run_1/layer_met1.png
Bar = 50 microns. Supply wires on this layer in grey. Cells faint in the background.
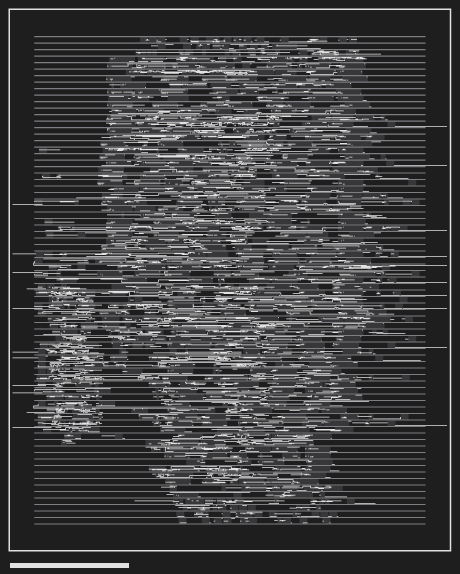
run_1/layer_met2.png
Bar = 50 microns. Cells faint in the background.
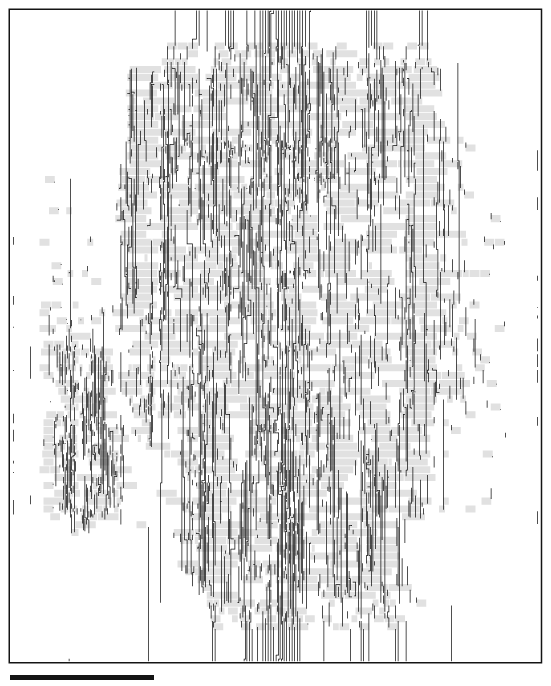
run_1/congestion.png
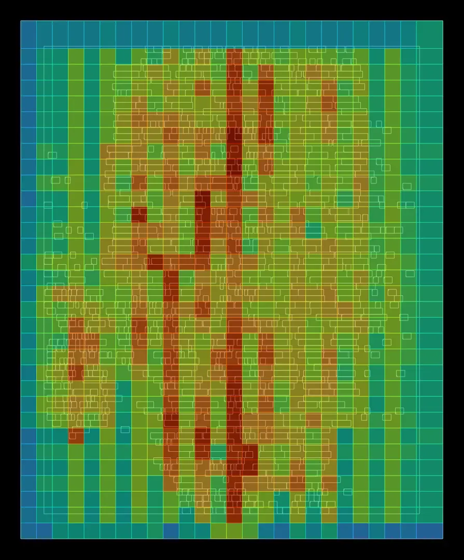
<file path="config.mk">
export PLATFORM = sky130hd
export DESIGN_NAME = flp_relu_pack
export DESIGN_NICKNAME = d
export VERILOG_FILES = /design/src/rtl/flp_relu_pack.sv
export SDC_FILE = /design/constraint.sdc
export NUM_CORES = 1
export LEC_CHECK = 0
export CORE_AREA = 10 10 174 216
export CTS_CLUSTER_SIZE = 12
export DETAILED_ROUTE_END_ITERATION = 10
export DIE_AREA = 0 0 184 226
export PLACE_DENSITY = 0.63
export SLEW_MARGIN = 20
export SYNTH_ARGS = -nofsm -noshare
export SYNTH_HDL_FRONTEND = slang
export SYNTH_SLANG_ARGS = --single-unit
</file>
<file path="constraint.sdc">
create_clock -name clk -period 4.78 [get_ports clk]
set_input_delay 0.478 -clock clk [delete_from_list [all_inputs] [get_ports clk]]
set_output_delay 0.478 -clock clk [all_outputs]
set_load 0.05 [all_outputs]
</file>
<file path="src/rtl/flp_relu_pack.sv">
// Packs a stream of 32-bit ReLU results into 64-bit element pairs (low element first)
// and buffers them in a small FIFO. It also keeps a saturating count of accepted zero results.
module flp_relu_pack #(
    parameter int DEPTH_LOG2 = 2
) (
    input  logic        clk,
    input  logic        rst,
    input  logic        i_valid,
    input  logic [31:0] i_data,
    input  logic        i_last,
    output logic        o_ready,
    output logic        o_valid,
    output logic [63:0] o_data,
    output logic [1:0]  o_mask,
    output logic        o_last,
    input  logic        i_ready,
    input  logic        i_zclr,
    output logic [15:0] o_zcnt,
    output logic        o_busy
);
    // state | meaning
    // EMPTY | no element held, next element starts a word
    // HALF  | low element held in low_q, waiting for its partner
    typedef enum logic {
        EMPTY = 1'b0,
        HALF  = 1'b1
    } state_t;

    localparam int DEPTH = 1 << DEPTH_LOG2;

    state_t                state_q;
    state_t                state_d;
    logic [31:0]           low_q;
    logic                  load_low;
    logic                  push;
    logic [66:0]           push_word;
    logic [66:0]           mem [DEPTH];
    logic [66:0]           head;
    logic [DEPTH_LOG2:0]   wr_ptr;
    logic [DEPTH_LOG2:0]   rd_ptr;
    logic                  fifo_empty;
    logic                  fifo_full;
    logic                  accept;
    logic                  pop;
    logic [15:0]           zcnt_q;

    // Pointers carry one extra MSB so that full and empty can be told apart.
    assign fifo_empty = (wr_ptr == rd_ptr);
    assign fifo_full  = (wr_ptr[DEPTH_LOG2] != rd_ptr[DEPTH_LOG2]) &&
                        (wr_ptr[DEPTH_LOG2-1:0] == rd_ptr[DEPTH_LOG2-1:0]);

    assign o_ready = !fifo_full;
    assign accept  = i_valid & o_ready;
    assign pop     = o_valid & i_ready;

    always_comb begin
        state_d   = state_q;
        push      = 1'b0;
        push_word = '0;
        load_low  = 1'b0;
        case (state_q)
            EMPTY: begin
                if (accept) begin
                    if (i_last) begin
                        push      = 1'b1;
                        push_word = {1'b1, 2'b01, 32'h0, i_data};
                    end else begin
                        load_low = 1'b1;
                        state_d  = HALF;
                    end
                end
            end
            HALF: begin
                if (accept) begin
                    push      = 1'b1;
                    push_word = {i_last, 2'b11, i_data, low_q};
                    state_d   = EMPTY;
                end
            end
            default: state_d = EMPTY;
        endcase
    end

    always_ff @(posedge clk) begin
        if (rst) begin
            state_q <= EMPTY;
            low_q   <= '0;
            wr_ptr  <= '0;
            rd_ptr  <= '0;
        end else begin
            state_q <= state_d;
            if (load_low) low_q <= i_data;
            if (push) wr_ptr <= wr_ptr + 1'b1;
            if (pop) rd_ptr <= rd_ptr + 1'b1;
        end
    end

    // Storage needs no reset; the pointers alone define which entries are valid.
    always_ff @(posedge clk) begin
        if (push && !rst) mem[wr_ptr[DEPTH_LOG2-1:0]] <= push_word;
    end

    assign head    = mem[rd_ptr[DEPTH_LOG2-1:0]];
    assign o_valid = !fifo_empty;
    assign o_data  = fifo_empty ? 64'h0 : head[63:0];
    assign o_mask  = fifo_empty ? 2'b00 : head[65:64];
    assign o_last  = fifo_empty ? 1'b0  : head[66];

    // A clear takes priority over a zero accepted in the same cycle.
    always_ff @(posedge clk) begin
        if (rst || i_zclr) begin
            zcnt_q <= '0;
        end else if (accept && (i_data[30:0] == 31'd0) && (zcnt_q != 16'hFFFF)) begin
            zcnt_q <= zcnt_q + 16'd1;
        end
    end

    assign o_zcnt = zcnt_q;
    assign o_busy = (state_q == HALF) || !fifo_empty;

endmodule

</file>
==> results_slide.txt, run 1 <==
Run Summary

Worst setup path
  • CP top delay family: buffers and inverters
  • Critical path arrival: 3210 ps
  • Reg2Reg Capture Point: mem[2][53]
  • Critical path type: reg2out
  • Worst path buffer plus inverter count: 2
  • Slowest-stage cell, CP: dfxtp_4
  • Crit path max fanout: 37

Finish
  • Non-filler cells, final: 1386
  • Design Area, Final: 15900 sq um
  • Ant diodes: 0
  • Top Layout Cells: edfxtp_1 (268), clkdlybuf4s50_1 (123), nand2_1 (78)
  • FFs & Latches: 325
  • Non-clk bufs: 140
  • Combinational gate area: 3720 sq um
  • Clock buf count: 57
  • Final non-clock buffer share: 0.0908

Synth
  • Yosys chip area: 13100 sq um
  • Post-Synth AOI/OAI Area: 0.0505
  • FA/HA/MAJ Cells, Area Fraction: 0.00571
  • Cell taking the most area after synthesis: edfxtp_1
  • Top non-seq family: multiplexers
  • Post-synth ARST share: 0
  • Post-synthesis mux area share: 0.117
  • Syn_area_per_cell: 16.1 sq um
  • Simple-gate share of the synthesized area: 0.104
  • Top-area cell share: 0.612

Placement
  • Worst slack at placement: 1250 ps
  • Routability congestion estimate: 0.806

Power
  • Maximum vdd drop: 0.224 mV

Routing
  • Wire per inst: 21.6 microns
  • First-pass DRT Iterations: 5
  • Residual DRC: 0

Clocking
  • Longest Clk Path Bufs: 3
  • Clk slew on worst S/H paths: 60 ps

GRT
  • Largest net degree at the start of global routing: 53
  • Total grt overflow: 0

Final timing
  • Final WS setup: 1090 ps
  • Slew Viols, Final: 0
  • Worst slew margin: 0.462

Floorplanning
  • Tap Count: 423
  • FP Util: 0.393

Run status
  • Status: finished, final reports clean

Run
  • Max_cap viols: 0
Notes on layer_met1.png above:
wire length on this layer: 12300 microns
longest straight run: 64.4 microns
share of all routed wire: 41%

Notes on layer_met2.png above:
wire length on this layer: 15000 microns
share of all routed wire: 50%

Notes on congestion.png above:
fin util: 0.477
M2 GR Usage: 0.240

## run 1: tightest hold or removal path: stages, from the launching register on
cell,delay [ps]
dfxtp_1,310
nand2_1,50
a21oi_1,50
## run 1: state kept, by name, summed over array words and instances (netlist names), named ones only
signal,count
mem,268
rd_ptr,3
low_q,32
o_zcnt,16
state_q,1
wr_ptr,3
## run 1: per-layer routing
metal	routed length [microns]	vias to the layer above	global-route usage
met3	1590	52	0.0294
met2	15000	190	0.240
met1	12300	3753	0.176
met5	0	-	0
li1	-	3415	-
met4	986	0	0.0556
## run 1: report_power, final
part           internal, mW  leakage, nW  switching, mW  total (mW)
clock                  1.45        0.494           1.01        2.46
combinational         0.493         1.81          0.778        1.27
sequential             3.10         3.17         0.0642        3.16
--- run 2 (diff from run 1) ---
==> constraint.sdc (replaced) <==
create_clock -name clk -period 3.9 [get_ports clk]
set_input_delay 0.39 -clock clk [delete_from_list [all_inputs] [get_ports clk]]
set_output_delay 0.39 -clock clk [all_outputs]
set_load 0.05 [all_outputs]
run_2/sizes.png
Bar = 50 microns.
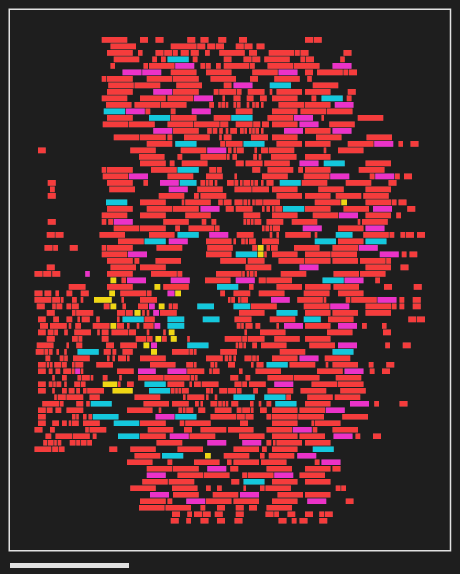
[_0 and _1 cells] red | cells: 825 | share: 85%
[_2 cells] magenta | cells: 75 | share: 7.8%
[_3 and _4 cells] yellow | cells: 20 | share: 2.1%
[_6 and larger] cyan | cells: 47 | share: 4.9%

==> run 2 against run 1 <==
  * Largest cell class unchanged
  * Setup slack lost 560 ps
  * Routed wire length is 1.4% higher
  * First-iteration DRC count rose by 4.7%
==> results_slide.txt, run 2 <==
Run Summary

Run
  • Max_cap viols: 0

Run status
  • Status: finished, final reports clean

Worst setup path
  • CP top delay family: buffers and inverters
  • Slowest-stage cell, CP: dfxtp_4
  • Critical path type: reg2out
  • Critical path arrival: 2980 ps

Synth
  • Top-area cell share: 0.612
  • Post-Synth AOI/OAI Area: 0.0505
  • Cell taking the most area after synthesis: edfxtp_1
  • Post-synthesis mux area share: 0.117

Routing
  • Met2 wire len: 15400 microns
  • DR top layer: met4
  • First-pass DRT Iterations: 5
  • Residual DRC: 0
  • M1 WL: 12700 microns
  • Wire per inst: 21.8 microns

Clocking
  • Longest Clk Path Bufs: 3

Final timing
  • Slew Viols, Final: 0

GRT
  • Total grt overflow: 0
  • Largest net degree at the start of global routing: 47
  • Routing usage on met1: 0.185
  • Met3 usage: 0.0309

Finish
  • Combinational gate area: 3710 sq um
  • Top Layout Cells: edfxtp_1 (268), clkdlybuf4s50_1 (123), nand2_1 (78)
  • Max reg flops: 268
  • Design Area, Final: 16000 sq um

Floorplanning
  • FP Util: 0.393

Power
  • P_clk: 3.10 mW
  • Logic pwr share: 0.187
  • Switching portion of total power: 0.267
-- run 2: final timing paths --
kind | end | slack [ps]
min | low_q[27] | 450
min reg2reg | low_q[27] | 450
max reg2reg | mem[2][1] | 1360
max | o_mask[1] | 530
-- run 2: final cells by class --
class                      instances  area share
clock inverter                     6     0.00492
inverter                           5     0.00117
tap                              423      0.0330
timing repair buffer             147      0.0943
clock buffer                      52      0.0612
sequential                       325       0.573
antenna                            3    0.000468
multi-input combinational        432       0.232
-- run 2: per-stage QoR --
step	power (mW)	std cells	util	setup slack, ps	hold WS, ps
floorplan	4.99	816	-	522	437
global placement	5.56	1332	0.448	989	441
detailed placement	5.58	1332	0.448	965	447
CTS	8.69	1390	0.480	440	455
global route	8.90	1393	0.480	355	472
finish	8.57	1393	0.480	534	453
--- run 3 (diff from run 2) ---
--- a/config.mk
+++ b/config.mk
@@ -6,10 +6,11 @@
 export NUM_CORES = 1
 export LEC_CHECK = 0
 export CORE_AREA = 10 10 174 216
-export CTS_CLUSTER_SIZE = 12
+export CTS_CLUSTER_SIZE = 8
 export DETAILED_ROUTE_END_ITERATION = 10
 export DIE_AREA = 0 0 184 226
 export PLACE_DENSITY = 0.63
+export RECOVER_POWER = 25
 export SLEW_MARGIN = 20
 export SYNTH_ARGS = -nofsm -noshare
 export SYNTH_HDL_FRONTEND = slang
run_3/layer_met2.png
Bar = 50 microns. Cells faint in the background.
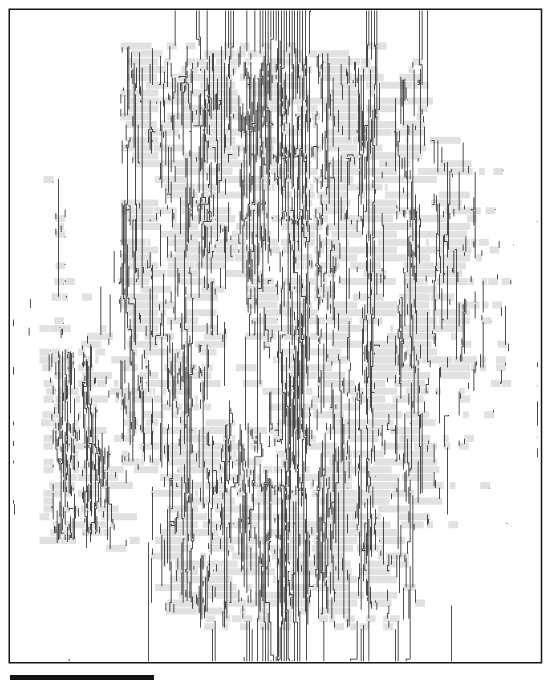
main direction: vertical
longest straight run: 86.4 microns
wire length on this layer: 15400 microns
nets with wire on the layer: 854

==> run 3 against run 2 <==
  * The flow now finishes with violations (max-capacitance violations, max-slew violations)
  * Register-to-register slack worse by 680 ps
  * Global-route usage up 0.17 points
  * Clock-buffer cell count up 30
  * Critical endpoint unchanged
  * Highest routed layer unchanged
==> results_slide.txt, run 3 <==
Run Summary

Run status
  • Status: finished, violations left
  • Failing checks: max-capacitance violations, max-slew violations

Power
  • Maximum vdd drop: 0.283 mV

Finish
  • Fraction of area in registers: 0.564
  • Top Layout Cells: edfxtp_1 (268), clkdlybuf4s50_1 (122), nand2_1 (78)
  • Max reg flops: 268
  • Clock buf count: 82
  • Biggest Area Class: sequential cells
  • FFs & Latches: 325
  • Fin util: 0.488
  • Final non-clock buffer share: 0.0913
  • Multi-In Gates: 432
  • Multi-input combinational area share: 0.228

Synth
  • Yosys chip area: 13100 sq um
  • Top non-seq family: multiplexers
  • Post-synthesis mux area share: 0.117
  • Top-area cell share: 0.612
  • Cell taking the most area after synthesis: edfxtp_1
  • FA/HA/MAJ Cells, Area Fraction: 0.00571

Run
  • Max_cap viols: 2

Routing
  • Residual DRC: 0

Final timing
  • Hold_ws: 453 ps
  • Slew Viols, Final: 59

Min path
  • Worst Hold Endpoint: low_q[27]

Worst setup path
  • R2R Setup Slk: 680 ps
  • Critical path type: reg2out

GRT
  • Total grt overflow: 0
  • Largest net degree at the start of global routing: 47

Placement
  • Routability congestion estimate: 0.812
-- run 3: cell families after synthesis --
logic type / after synthesis
flip-flops: 325
AND/OR/NAND/NOR: 252
buffers and inverters: 59
multiplexers: 70
XOR/XNOR: 7
AND-OR/OR-AND: 97
adder cells (fa/ha/maj): 6
-- run 3: through the flow --
stage / std cells / cell area (sq um)
CTS: 1418 / 16300
global route: 1421 / 16300
finish: 1421 / 16300
detailed placement: 1332 / 15000
global placement: 1332 / 15000
floorplan: 816 / 13100
-- run 3: metal layers --
metal,routed length [microns],track usage
met1,12500,0.185
met5,0,0
met3,1840,0.0326
met4,633,0.0553
met2,15400,0.245
-- run 3: power by group --
part           internal (mW)  total, mW  switching [mW]
Sequential              3.81       3.87          0.0607
Combinational          0.612       1.60           0.986
Clock                   2.23       3.65            1.42
Total                   6.65       9.11            2.47

==> gallery <==
Zoomed window.
Bar = 10 microns. Window x 72 to 112, y 48 to 88 microns. Cells in grey, sequential cells in the stronger grey; small squares are vias.
(a)
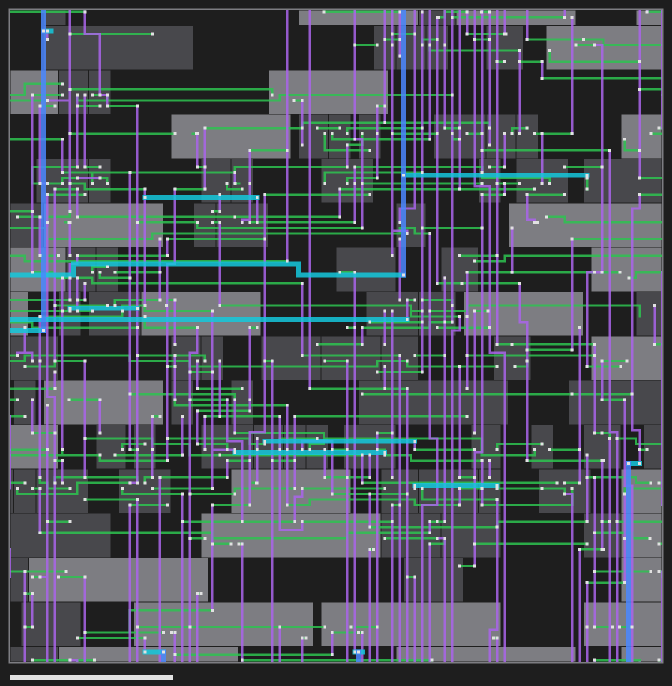
(b)
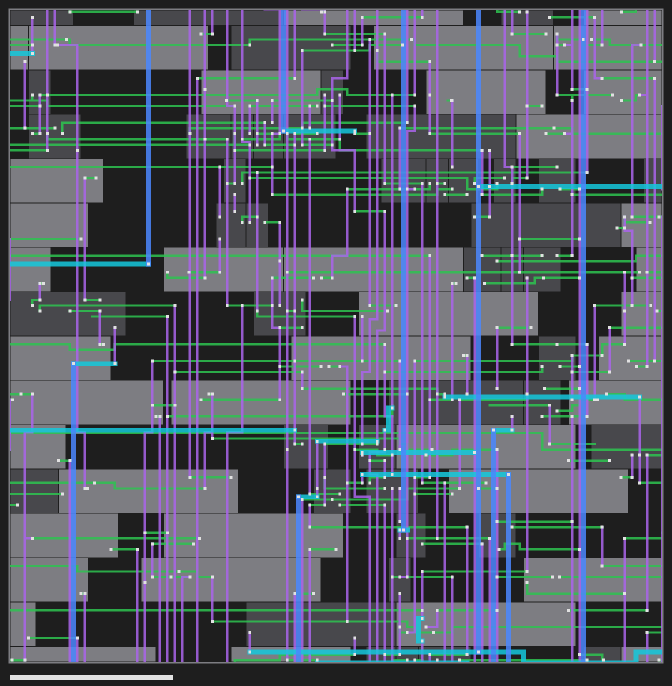
(c)
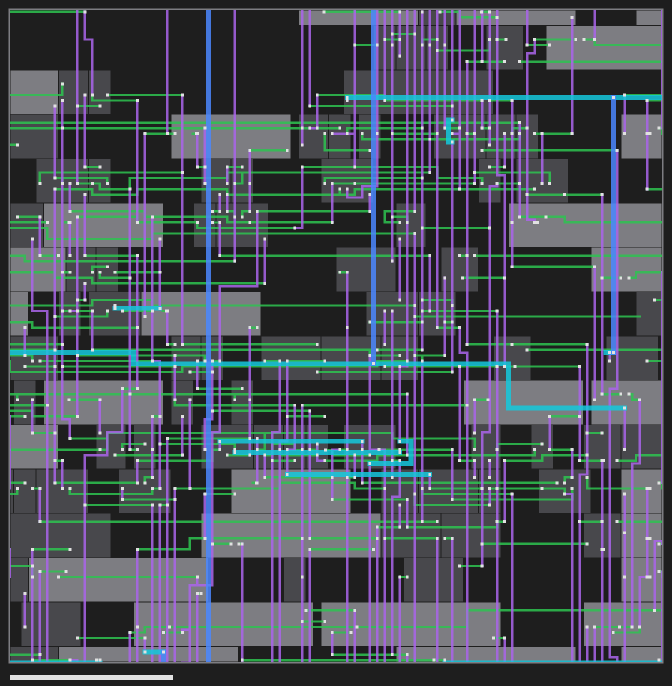
run 1: (b)
run 3: (c)
run 2: (a)

Key to (c):
[metal 1] green
[metal 2] purple
[metal 4] blue
[metal 3] cyan
cells with their middle in the window: 78
sequential cells in the window: 12
netlist names of flops here include: `low_q` (6), `mem` (6)
most frequent: nand2_1 (22), a22o_1 (12), a21oi_1 (10)

Power and IR drop assume default switching activity.
